`src/rtl/seletor_funcionalidade_debounce.sv`:
```
// seletor_funcionalidade_debounce: sync, debounce and one-hot latch of 7 button lines.
// Optional: CLEAR_ON_ERR_EN clears sel/sel_valid when a multi-press is rejected.
module seletor_funcionalidade_debounce #(
   parameter int DB_CYCLES = 4,
   parameter int CNT_W     = 8
) (
   input  logic       clk,
   input  logic       reset,
   input  logic [6:0] btn,
   output logic [6:0] sel,
   output logic       sel_valid,
   output logic       new_sel,
   output logic       err_multi
);
   typedef enum logic [1:0] {IDLE, CHECK, RELEASE} state_t;
   localparam logic [CNT_W-1:0] LAST = CNT_W'(DB_CYCLES - 1);
   localparam logic [CNT_W-1:0] ONE  = CNT_W'(1);
   state_t state, state_n;
   logic [6:0] meta, sync, cand, cand_n, sel_n;
   logic [CNT_W-1:0] cnt, cnt_n;
   logic sel_valid_n, new_sel_n, err_multi_n, one_hot, last;
   assign one_hot = (cand != 7'd0) && ((cand & (cand - 7'd1)) == 7'd0);
   assign last    = cnt == LAST;
   always_ff @(posedge clk or posedge reset) begin
      if (reset) begin
         meta      <= '0;
         sync      <= '0;
         state     <= IDLE;
         cnt       <= '0;
         cand      <= '0;
         sel       <= '0;
         sel_valid <= 1'b0;
         new_sel   <= 1'b0;
         err_multi <= 1'b0;
      end else begin
         meta      <= btn;
         sync      <= meta;
         state     <= state_n;
         cnt       <= cnt_n;
         cand      <= cand_n;
         sel       <= sel_n;
         sel_valid <= sel_valid_n;
         new_sel   <= new_sel_n;
         err_multi <= err_multi_n;
      end
   end
   always_comb begin
      state_n     = state;
      cnt_n       = cnt;
      cand_n      = cand;
      sel_n       = sel;
      sel_valid_n = sel_valid;
      new_sel_n   = 1'b0;
      err_multi_n = 1'b0;
      case (state)
         IDLE:
            if (sync != 7'd0) begin
               cand_n  = sync;
               cnt_n   = '0;
               state_n = CHECK;
            end
         CHECK:
            if (sync != cand) begin
               cnt_n   = '0;
               state_n = IDLE;
            end else if (last) begin
               cnt_n   = '0;
               state_n = RELEASE;
               if (one_hot) begin
                  sel_n       = cand;
                  sel_valid_n = 1'b1;
                  new_sel_n   = 1'b1;
               end else begin
                  err_multi_n = 1'b1;
`ifdef CLEAR_ON_ERR_EN
                  sel_n       = '0;
                  sel_valid_n = 1'b0;
`else
                  sel_n       = sel;
                  sel_valid_n = sel_valid;
`endif
               end
            end else begin
               cnt_n = cnt + ONE;
            end
         RELEASE:
            // any non-zero sample restarts the release window
            if (sync != 7'd0) begin
               cnt_n = '0;
            end else if (last) begin
               cnt_n   = '0;
               state_n = IDLE;
            end else begin
               cnt_n = cnt + ONE;
            end
         default: state_n = IDLE;
      endcase
   end
endmodule

```
`config.mk`:
```
export PLATFORM = sky130hd
export DESIGN_NAME = seletor_funcionalidade_debounce
export DESIGN_NICKNAME = d
export VERILOG_FILES = /design/src/rtl/seletor_funcionalidade_debounce.sv
export SDC_FILE = /design/constraint.sdc
export NUM_CORES = 1
export LEC_CHECK = 0
export ABC_CLOCK_PERIOD_IN_PS = 3820
export CELL_PAD_IN_SITES_DETAIL_PLACEMENT = 0
export CELL_PAD_IN_SITES_GLOBAL_PLACEMENT = 1
export CORE_MARGIN = 4
export CORE_UTILIZATION = 49
export CTS_BUF_LIST = sky130_fd_sc_hd__clkbuf_4
export DETAILED_ROUTE_END_ITERATION = 6
export HOLD_SLACK_MARGIN = 0.12
export PLACE_DENSITY = 0.9
export SETUP_SLACK_MARGIN = 0.02
export SYNTH_ARGS = -nofsm -noshare
export SYNTH_HDL_FRONTEND = slang
export SYNTH_SLANG_ARGS = --single-unit
```
`constraint.sdc`:
```
create_clock -name clk -period 3.82 [get_ports clk]
set_input_delay 0.573 -clock clk [delete_from_list [all_inputs] [get_ports clk]]
set_output_delay 0.573 -clock clk [all_outputs]
set_load 0.01 [all_outputs]
```
==> run summary <==
Die ar. = 4910 sq um
Largest type area fraction = 54.4%
Worst R2R Start = state[0]
RSZ-0062 raised after global routing = no
synth cell count leaders = dfrtp_1 (41), nand2_1 (28), nand3_1 (13), nand4_1 (10), nor2_1 (10)
placed cell area = 2080 sq um
Die Y-Extent = 70.1 um
P&R area growth vs syn = 13.7%
top cells by area = dfrtp_1 (54%), mux2_4 (5.6%), nand2_1 (5.6%)
met2 wire len = 1460 um
syn_area_per_cell = 11.0 sq um
xor/xnor share of the synthesized area = 4.18%
WL/cell = 13.4 um
Syn Inst Count = 171
Synth Seq Share = 54.4%
vias in the first global route = 1276
Worst Reg-to-Reg Cells = 6
flip-flops with a built-in enable = 0
worst min-delay path category = flip-flop to flip-flop
met1 usage = 18.5%
Final Setup Violations = 0
Static Leakage = 0.965 nW
cell count after placement = 232
total CTS buffers = 5
Reg clk slew, reported paths = 0.13 ns
fmax = 434 MHz
Met1 Wirelength = 1530 um
crit path from = state[0]
CP Class = flip-flop to flip-flop
pre-CTS setup slack = 1.54 ns
outcome = completed
Relative slew margins = 37.8%
DRT iter0 DRCs = 81
Log Warnings = 29
Overall Power = 1.01 mW
clock buffer depth = 2
met3 wire length = 172 um
most common cell in the synthesized netlist = dfrtp_1
global route hottest layer = met2
Power Dens Cells = 472 nW/um^2
startpoint types = flip-flop
Slew @ Worst Pin = 0.934 ns
hold slack = 0.363 ns
Final period util = 60.3%
Commonest Layout Cell = dfrtp_1
post-route ant nets = 0
Post-CTS Setup Bufs = 0
Hold EP = sync[1]
global routing met2 resource utilization = 23.2%
Final Slew Violations = 0
grt met3 use = 4.89%
final WL = 3220 um
max-cap viol count = 0
register-to-register setup slack = 1.52 ns
n_diodes = 0
global-route wire length before repair = 5700 um
CTS H-tree lvls = 2
post-synth cell types = 40
Synthesized registers = 41
vias per std cell = 5.45
CP endpoint kind = flip-flop
Final Hold Vio Count = 0
Most common reg cell = dfrtp_1
async set-reset flop share out of synthesis = 100%
Synth area leader = dfrtp_1
net count after synthesis = 185
YS warnings = 0
Yosys chip area = 1890 sq um
Mux cell area share = 5.57%
CTS tree = yes
Pre-Repair DR Iteration Count = 4
crit path DAT = 2.58 ns
Final #Nets = 205
Post-route DRC = 0
vias = 1308
most frequent logic cells in the routed design = dfrtp_1 (41), nand2_1 (28), clkdlybuf4s50_1 (18), nand3_1 (13)
worst hold start = meta[1]
GRT Resource Usage Total = 14.7%
critical path fanouts, max = 12
post-route insts no fill = 240
ys cells = 171
setup TNS = 0 ns
CP required = 4.10 ns
CTS Hold Bufs = 0
initial antenna violation count = 0
top comb family, area = simple AND/OR/NAND/NOR gates
Simple Share, Synth = 22.1%
adder share = 3.32%
Top Layer Used = met4
Clock Latency Late Sink = 0.36 ns
setup ws final = 1.52 ns
clk root buf = clkbuf_4
post-cts sizing count = 0
Fillers = 317
Max IR drop VDD = 0.241 mV
crit path to = cnt[0]
Clock Skew = 0.0150 ns
Mapped Area = 1890 sq um
Init Core Util = 51.2%
hold path depth = 0
Chip Width = 70.1 um
Final min period = 2.30 ns
Crit Reg-Reg Endpoint = cnt[0]
final global-route overflow total = 0
aoi/oai-family share of the synthesized area = 6.90%
[final cells by class]
type                            count  area [sq um]  area share [%]
Sequential cell                    41          1030            47.8
Clock buffer                        5          37.5            1.75
Timing Repair Buffer               19           188            8.75
Clock inverter                      3          25.0            1.17
Tap cell                           48          60.1            2.80
Multi-Input combinational cell    120           795            37.0
Inverter                            4          15.0           0.700
[sequential cells by signal (all words and copies together) (netlist names), 2 cells and up]
register	flops
state	2
sel	7
cand	7
cnt	8
sync	7
meta	7
[where the power goes]
part	internal (mW)	switching, mW
Combinational	0.0982	0.124
Sequential	0.481	0.0856
Clock	0.0750	0.149
Total	0.654	0.359
[worst max-delay path, stage by stage (launching register included)]
cell     delay [ns]
dfrtp_1        0.40
inv_1          0.09
ha_1           0.34
a31o_2         0.33
nor3b_1        0.72
nand2_1        0.13
o21ai_0        0.21
### Sequential cells colored by netlist name

Other sequential cells in the stronger gray, the rest of the logic in the fainter gray.
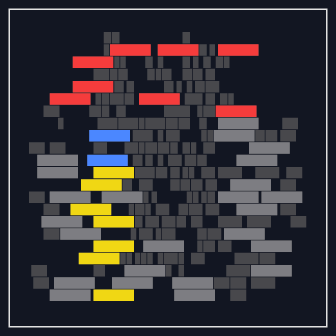
[red] cnt | sequential cells: 8
[yellow] sync | sequential cells: 7
[blue] state | sequential cells: 2
Core Util, Final: 58.2%
Seq/total area: 47.8%

### Placed cells, one color a class

Bar = 20 um. Fill, decap, tap and diode cells in gray.
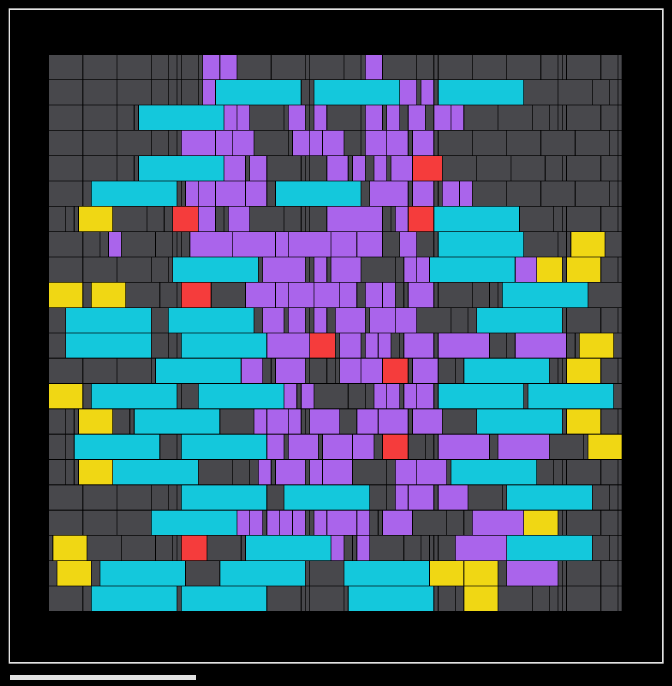
[yellow] other buffers and delay cells | cells: 19
[red] clock drivers and dummy loads | cells: 8
[purple] all other logic | cells: 124
[cyan] flip-flops | cells: 41
CORE AREA: 3690 sq um
row cnt: 22
final std cell area, no fill: 2150 sq um

### PDN straps and rails

Pins as bars on the die edge.
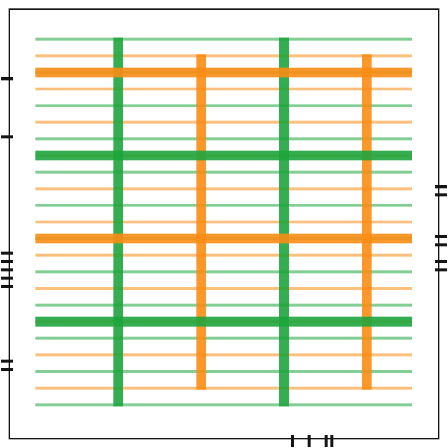
[orange] VDD
[green] VSS
signal pins: 19
met5 straps: 4
rows: 22
met4 straps: 4
met1 rails: 23

Power figures rest on the tool's default switching activity, not on a simulated workload.
